$ cat src/rtl/seg_display_driver_pkg.sv
`default_nettype none
// ============================================================================
// Module   : seg_display_driver_pkg
// Purpose  : Shared constants for the 7-segment display driver. Contains the
//            active-low hex font {g,f,e,d,c,b,a} and the all-off codes for
//            the anodes and the segments.
// Revision : 1.0 - initial release
// ============================================================================
package seg_display_driver_pkg;

    // Standard hex glyphs. The letters b and d are drawn in lower case so
    // that they cannot be confused with 8 and 0.
    localparam logic [6:0] SEG_FONT [0:15] = '{
        7'h40, 7'h79, 7'h24, 7'h30,   // 0 1 2 3
        7'h19, 7'h12, 7'h02, 7'h78,   // 4 5 6 7
        7'h00, 7'h10, 7'h08, 7'h03,   // 8 9 A b
        7'h46, 7'h21, 7'h06, 7'h0E    // C d E F
    };

    localparam logic [6:0] SEG_BLANK = 7'h7F;
    localparam logic [3:0] AN_OFF    = 4'hF;

endpackage
`default_nettype wire

$ cat src/rtl/seg_display_driver_if.sv
`default_nettype none
// ============================================================================
// Module   : seg_display_driver_if
// Purpose  : Board-side bundle of the display driver.
//            Board/debug side : pc_in, reg_in, view_sel, half_sel, btn_step
//            Display side     : an, seg, dp (all active-low), step_pulse
//            master = board/test side, slave = the driver itself.
// Revision : 1.0 - initial release
// ============================================================================
interface seg_display_driver_if;
    logic [31:0] pc_in;
    logic [31:0] reg_in;
    logic        view_sel;
    logic        half_sel;
    logic        btn_step;
    logic [3:0]  an;
    logic [6:0]  seg;
    logic        dp;
    logic        step_pulse;

    modport master (
        output pc_in, reg_in, view_sel, half_sel, btn_step,
        input  an, seg, dp, step_pulse
    );

    modport slave (
        input  pc_in, reg_in, view_sel, half_sel, btn_step,
        output an, seg, dp, step_pulse
    );
endinterface
`default_nettype wire

$ cat src/rtl/seg_display_driver_btn_debounce.sv
`default_nettype none
// ============================================================================
// Module   : btn_debounce
// Purpose  : Synchronises a raw push-button, accepts a new level only after
//            DEBOUNCE_CYCLES consecutive agreeing samples, and emits a
//            one-cycle pulse on each accepted rising level.
// Ports    : clock  - free-running board clock
//            reset  - asynchronous, active-low
//            btn    - raw asynchronous button, active-high
//            pulse  - one-cycle pulse per accepted press
// Revision : 1.0 - initial release
// ============================================================================
module btn_debounce #(
    parameter int DEBOUNCE_CYCLES = 20000
) (
    input  logic clock,
    input  logic reset,
    input  logic btn,
    output logic pulse
);

    localparam int c_CNT_W = (DEBOUNCE_CYCLES > 1) ? $clog2(DEBOUNCE_CYCLES) : 1;
    localparam logic [c_CNT_W-1:0] c_CNT_LAST = c_CNT_W'(DEBOUNCE_CYCLES - 1);

    logic               r_sync1;
    logic               r_sync2;
    logic               r_stable;
    logic               r_stable_q;
    logic [c_CNT_W-1:0] r_cnt;
    logic               r_pulse;

    always_ff @(posedge clock or negedge reset) begin
        if (!reset) begin
            r_sync1    <= 1'b0;
            r_sync2    <= 1'b0;
            r_stable   <= 1'b0;
            r_stable_q <= 1'b0;
            r_cnt      <= '0;
            r_pulse    <= 1'b0;
        end else begin
            r_sync1    <= btn;
            r_sync2    <= r_sync1;
            r_stable_q <= r_stable;
            r_pulse    <= r_stable & ~r_stable_q;
            // Any sample that agrees with the accepted level restarts the
            // run, so short glitches never accumulate across bounces.
            if (r_sync2 != r_stable) begin
                if (r_cnt == c_CNT_LAST) begin
                    r_stable <= r_sync2;
                    r_cnt    <= '0;
                end else begin
                    r_cnt <= r_cnt + 1'b1;
                end
            end else begin
                r_cnt <= '0;
            end
        end
    end

    assign pulse = r_pulse;

endmodule
`default_nettype wire

$ cat src/rtl/seg_display_driver.sv
`default_nettype none
// ============================================================================
// Module   : seg_display_driver
// Purpose  : Time-multiplexes a 16-bit hex window of pc_in or reg_in onto a
//            4-digit common-anode display and turns the step button into a
//            debounced single-cycle step pulse. Runs on the board clock.
// Ports    : clock  - free-running board clock
//            reset  - asynchronous, active-low
//            bus    - slave side of seg_display_driver_if
//                     (pc_in, reg_in, view_sel, half_sel, btn_step in;
//                      an, seg, dp, step_pulse out)
// Revision : 1.0 - initial release
// ============================================================================
module seg_display_driver
    import seg_display_driver_pkg::*;
#(
    parameter int REFRESH_DIV     = 1000,
    parameter int BLANK_CYCLES    = 50,
    parameter int DEBOUNCE_CYCLES = 20000
) (
    input  logic                 clock,
    input  logic                 reset,
    seg_display_driver_if.slave  bus
);

    localparam int c_SCAN_W = (REFRESH_DIV > 1) ? $clog2(REFRESH_DIV) : 1;
    localparam logic [c_SCAN_W-1:0] c_SCAN_LAST = c_SCAN_W'(REFRESH_DIV - 1);
    localparam logic [c_SCAN_W-1:0] c_BLANK     = c_SCAN_W'(BLANK_CYCLES);

    logic [c_SCAN_W-1:0] r_scan_cnt;
    logic [1:0]          r_digit_idx;
    logic [15:0]         r_snapshot;
    logic                r_snap_half;
    logic [3:0]          r_an;
    logic [6:0]          r_seg;
    logic                r_dp;

    logic [31:0]         w_word;
    logic [15:0]         w_window;
    logic                w_tick;
    logic                w_blank;
    logic [3:0]          w_nibble;
    logic                w_step_pulse;

    always_comb begin
        w_word   = bus.view_sel ? bus.reg_in : bus.pc_in;
        w_window = bus.half_sel ? w_word[31:16] : w_word[15:0];
    end

    assign w_tick   = (r_scan_cnt == c_SCAN_LAST);
    assign w_blank  = (r_scan_cnt < c_BLANK);
    assign w_nibble = r_snapshot[{r_digit_idx, 2'b00} +: 4];

    always_ff @(posedge clock or negedge reset) begin
        if (!reset) begin
            r_scan_cnt  <= '0;
            r_digit_idx <= 2'd0;
            r_snapshot  <= 16'h0000;
            r_snap_half <= 1'b0;
            r_an        <= AN_OFF;
            r_seg       <= SEG_BLANK;
            r_dp        <= 1'b1;
        end else begin
            r_scan_cnt <= w_tick ? '0 : r_scan_cnt + 1'b1;
            if (w_tick) begin
                r_digit_idx <= r_digit_idx + 2'd1;
            end
            // Capture once per frame so all four digits come from one value.
            // The half selection is captured with it so the dp marker always
            // describes the digits actually on display.
            if (w_tick && (r_digit_idx == 2'd3)) begin
                r_snapshot  <= w_window;
                r_snap_half <= bus.half_sel;
            end
            if (w_blank) begin
                r_an  <= AN_OFF;
                r_seg <= SEG_BLANK;
                r_dp  <= 1'b1;
            end else begin
                r_an  <= ~(4'b0001 << r_digit_idx);
                r_seg <= SEG_FONT[w_nibble];
                r_dp  <= ~((r_digit_idx == 2'd3) && r_snap_half);
            end
        end
    end

    btn_debounce #(
        .DEBOUNCE_CYCLES (DEBOUNCE_CYCLES)
    ) u_btn_debounce (
        .clock (clock),
        .reset (reset),
        .btn   (bus.btn_step),
        .pulse (w_step_pulse)
    );

    assign bus.an         = r_an;
    assign bus.seg        = r_seg;
    assign bus.dp         = r_dp;
    assign bus.step_pulse = w_step_pulse;

endmodule
`default_nettype wire

$ cat src/flat_wrapper.sv
// flat-port wrapper written by rule: the top's interface ports become plain ports
module seg_display_driver_flat import seg_display_driver_pkg::*;
#(
    parameter int REFRESH_DIV     = 1000,
    parameter int BLANK_CYCLES    = 50,
    parameter int DEBOUNCE_CYCLES = 20000
)
  (clock, reset, bus_pc_in, bus_reg_in, bus_view_sel, bus_half_sel, bus_btn_step, bus_an, bus_seg, bus_dp, bus_step_pulse);
  seg_display_driver_if bus_i ();
  input  logic clock;
  input  logic reset;
  input wire logic [$bits(bus_i.pc_in)-1:0] bus_pc_in;
  input wire logic [$bits(bus_i.reg_in)-1:0] bus_reg_in;
  input wire logic [$bits(bus_i.view_sel)-1:0] bus_view_sel;
  input wire logic [$bits(bus_i.half_sel)-1:0] bus_half_sel;
  input wire logic [$bits(bus_i.btn_step)-1:0] bus_btn_step;
  output wire logic [$bits(bus_i.an)-1:0] bus_an;
  output wire logic [$bits(bus_i.seg)-1:0] bus_seg;
  output wire logic [$bits(bus_i.dp)-1:0] bus_dp;
  output wire logic [$bits(bus_i.step_pulse)-1:0] bus_step_pulse;
  assign bus_i.pc_in = bus_pc_in;
  assign bus_i.reg_in = bus_reg_in;
  assign bus_i.view_sel = bus_view_sel;
  assign bus_i.half_sel = bus_half_sel;
  assign bus_i.btn_step = bus_btn_step;
  assign bus_an = bus_i.an;
  assign bus_seg = bus_i.seg;
  assign bus_dp = bus_i.dp;
  assign bus_step_pulse = bus_i.step_pulse;
  seg_display_driver #(.REFRESH_DIV(REFRESH_DIV), .BLANK_CYCLES(BLANK_CYCLES), .DEBOUNCE_CYCLES(DEBOUNCE_CYCLES)) u_core (.clock(clock), .reset(reset), .bus(bus_i));
endmodule
$ cat config.mk
export PLATFORM = sky130hd
export DESIGN_NAME = seg_display_driver_flat
export DESIGN_NICKNAME = d
export VERILOG_FILES = /design/src/rtl/seg_display_driver_pkg.sv /design/src/rtl/seg_display_driver_if.sv /design/src/rtl/seg_display_driver_btn_debounce.sv /design/src/rtl/seg_display_driver.sv /design/src/flat_wrapper.sv
export SDC_FILE = /design/constraint.sdc
export NUM_CORES = 1
export LEC_CHECK = 0
export ABC_AREA = 1
export CAP_MARGIN = 20
export CELL_PAD_IN_SITES_DETAIL_PLACEMENT = 0
export CELL_PAD_IN_SITES_GLOBAL_PLACEMENT = 1
export CORE_MARGIN = 2
export CORE_UTILIZATION = 36
export CTS_CLUSTER_DIAMETER = 200
export DETAILED_ROUTE_END_ITERATION = 10
export GPL_ROUTABILITY_DRIVEN = 0
export GPL_TIMING_DRIVEN = 0
export PLACE_DENSITY = 0.92
export SLEW_MARGIN = 30
export SYNTH_ARGS = -nofsm -noshare
export SYNTH_HDL_FRONTEND = slang
export SYNTH_SLANG_ARGS = --single-unit
$ cat constraint.sdc
create_clock -name clock -period 1.9 [get_ports clock]
set_input_delay 0.285 -clock clock [delete_from_list [all_inputs] [get_ports clock]]
set_output_delay 0.285 -clock clock [all_outputs]
set_load 0.05 [all_outputs]
Figure 1. Sequential cells colored by netlist name.
Other sequential cells in the stronger gray, the rest of the logic in the fainter gray.
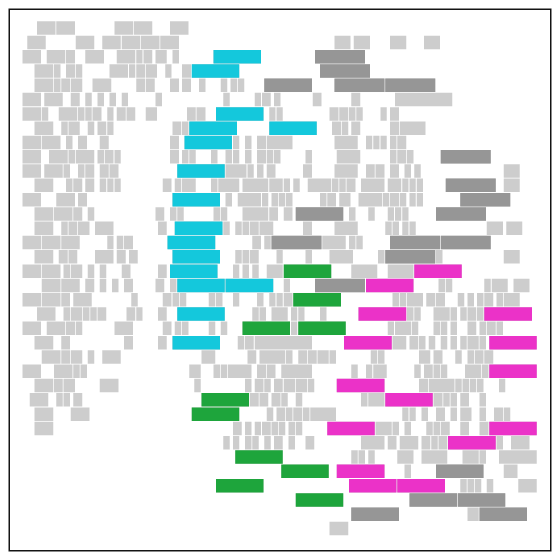
magenta -> u_core.u_btn_debounce.r_cnt  # placed flops 15
cyan -> u_core.r_snapshot  # placed flops 16
green -> u_core.r_scan_cnt  # placed flops 10
not colored = 20
flip-flop and latch area: 1543 um2
Finished Core Util: 49.14%
Seq/total area: 32.72%
reported sequential group power: 0.00131 W

Figure 2. Wires at chosen ports, followed through buffers.
Scale bar: 20 um.
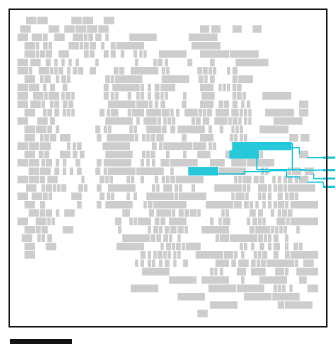
cyan -> bus_an  # bits 4, direction output, edge right, end cells 4, buffers 4, wire 101 um
number of top-level pins: 82
Port-buffer cells: 80

Figure 3. M2 wires.
Scale bar: 20 um.
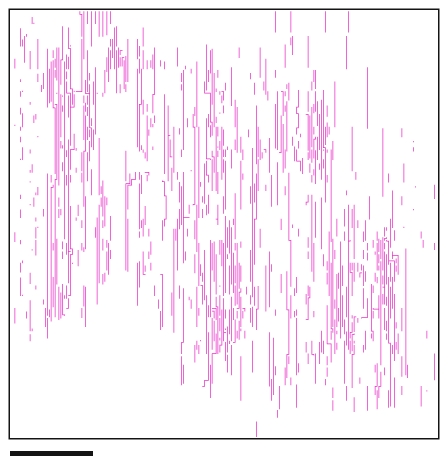
share of all routed wire = 46%
longest straight run = 42.5 um
wire length on this layer = 3850 um
met2 Resource Use GR: 29.11%
final wirelength: 8337 um
total number of vias: 3372

Figure 4. Placement view.
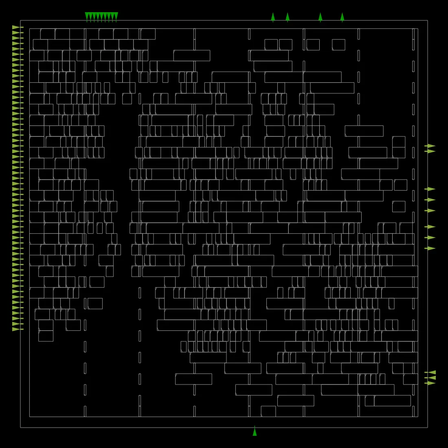
row cnt: 36
Finished Layout Cells: 708

[repair_timing]
| action | CTS | global route |
|---|---|---|
| setup endpoints to repair | 12 | 14 |
| buffers inserted | 0 | 0 |
| gates cloned | 0 | 0 |
| resized | 12 | 4 |
| hold endpoints to repair | 13 | 0 |
| hold buffers | 1 | 0 |
[state kept, by name, summed over array words and instances, names as in the netlist, 2 cells and up]
name	count
u_core.u_btn_debounce.r_cnt	15
u_core.r_scan_cnt	10
u_core.bus.seg	7
u_core.r_digit_idx	2
u_core.bus.an	4
u_core.r_snapshot	16
[power groups by stage]
stage,registers (W),clock network (W),logic [W]
5_1_grt,0.00131,0.00138,0.000314
3_5_place_dp,0.00134,0,0.000284
2_1_floorplan,0.00134,0,0.0000897
6_report,0.00131,0.00129,0.000284
4_1_cts,0.00131,0.00133,0.000287
3_3_place_gp,0.00134,0,0.000279
[worst paths after layout]
check | end | cells past startpoint | startpoint
min | u_core.u_btn_debounce.r_sync2 | 0 | u_core.u_btn_debounce.r_sync1
min reg2reg | u_core.u_btn_debounce.r_sync2 | 0 | u_core.u_btn_debounce.r_sync1
max | bus_step_pulse | 1 | u_core.u_btn_debounce.pulse
max in group asynchronous | u_core.r_digit_idx[0] | 3 | reset
max reg2reg | u_core.bus.seg[5] | 10 | u_core.r_digit_idx[0]
min in group asynchronous | u_core.u_btn_debounce.r_cnt[12] | 2 | reset
[synthesized netlist by cell type, drive strengths merged, types with 3 or more instances]
cell and number:
nand2 115, xnor2 3, clkbuf 10, a21oi 7, o21ai 46, inv 36
dfstp 12, buf 6, ha 12, nor3 13, dfrtp 49, nand3 55
nor2 86, nand4 3, o22ai 10, xor2 6
==> run summary <==
Physical implementation status

The area taken by multi-input combinational cells is reported as 1747 um2. The proportion of final cell area spent on non-clock buffers stands at 19.00%. The hold violation total from the final report stands at 0. The number of maximum-capacitance violations recorded for the run is 0.

Global route summary, busiest routing layer listed as met2. The number of DRC markers in iteration 0 stands at 183. The required arrival time at the worst endpoint stands at 1620 ps. For flop-to-flop paths, the worst setup slack is 190 ps. For this run, the detailed router reports a per-instance via density of 4.763. Setup repair after global routing left no endpoint under its margin. The met1 track demand over resource stands at 22.15%.

Per the GRT congestion report, total overflow comes to 0. For this run, the slowest stage of the critical path takes 790 ps. Multiplexer cells account for 0% of the synthesized area.

According to the finish report, the design has a final net count of 651. The worst hold slack stands at 350.5 ps. The main area contributors are sky130_fd_sc_hd__dfrtp_1, sky130_fd_sc_hd__nand2_1, sky130_fd_sc_hd__nor2_1.

The number of antenna violations at the first check in global routing is 0. At the pin with the least slew margin, the transition time is 485.4 ps. The clock network fraction of design power stands at 44.8%. The starting utilization of the core area stands at 36.57%.

Among all cell classes, the greatest summed area belongs to logic gates. The clock tree has to reach 61 sinks. The longest clock path from root to sink contains 2 buffers. According to the cell report, the number of logic gates is 363.

Per the layout area report, the combinational fraction of cell area is 37.05%. The remaining design rule violation count stands at 0. The die is 102.7 um wide. The cell-mix breakdown from Yosys lists the XOR/XNOR area share as 2.247%. The relative area of clock buffers and inverters in the final design stands at 4.751%.

Entering global routing, the biggest net connects 37 pins. The flop and latch count out of synthesis stands at 61. The share of the synthesized area in the top cell type stands at 34.95%. The detailed-router iteration count before antenna repair stands at 4.

As reported, the later end of the worst-skew pair has a clock insertion delay of 340 ps. The adder-cell share of the synthesized area stands at 4.280%. The largest fanout on the critical path stands at 1.

The routed design uses 3852 um of met2 wire. The non-clock inverter instance count of the final layout stands at 37. Broken down by cell family, the worst path's largest delay share belongs to buffers and inverters. The y dimension of the die stands at 102.7 um. The worst setup path is launched from a flip-flop. TritonCTS built the clock tree. The signed area change from the synthesized netlist to the final layout stands at 34.38%.

The number of sequential cells stands at 61. Detailed placement ended at an HPWL of 6481 um. The yosys warning tally stands at 0. The plain and repair buffers instantiated in the layout total 98. The final-layout clock buffer total stands at 10.

The share of final-layout standard cells stronger than drive strength 1 stands at 8.174%. The run finished with clean final reports. The setup total negative slack stands at 0 ps.

The average cell area after synthesis stands at 7.355 um2. Overall power consumption after layout is estimated at 0.002890 W. The net switching power figure stands at 0.0006467 W. The number of tap instances stands at 133. The first-pass GRT wire length stands at 14460 um. The final standard cell area without fillers stands at 4715 um2. Per the detail_route log, the uppermost layer with routed signals is met4.

The full die area stands at 10550 um2. The final max-slew violation count recorded for this run is 0. The post-route clock skew stands at 9.365 ps. The largest total area in the synthesized netlist belongs to sky130_fd_sc_hd__dfrtp_1. The worst setup path is captured at an output port.

Per report_power, the combinational group accounts for 9.8% of the total. For this run, the leading register cell type out of synthesis is sky130_fd_sc_hd__dfrtp_1. The arrival time of the worst setup path stands at 1450 ps. The critical path's slowest stage uses the library cell sky130_fd_sc_hd__clkdlybuf4s50_1.

The number of library cell types mapped by synthesis stands at 32. The fraction of power consumed by sequential logic stands at 45.4%. The power report lists cell-internal power as 0.002244 W.
Power is estimated from default activity; no workload was simulated.
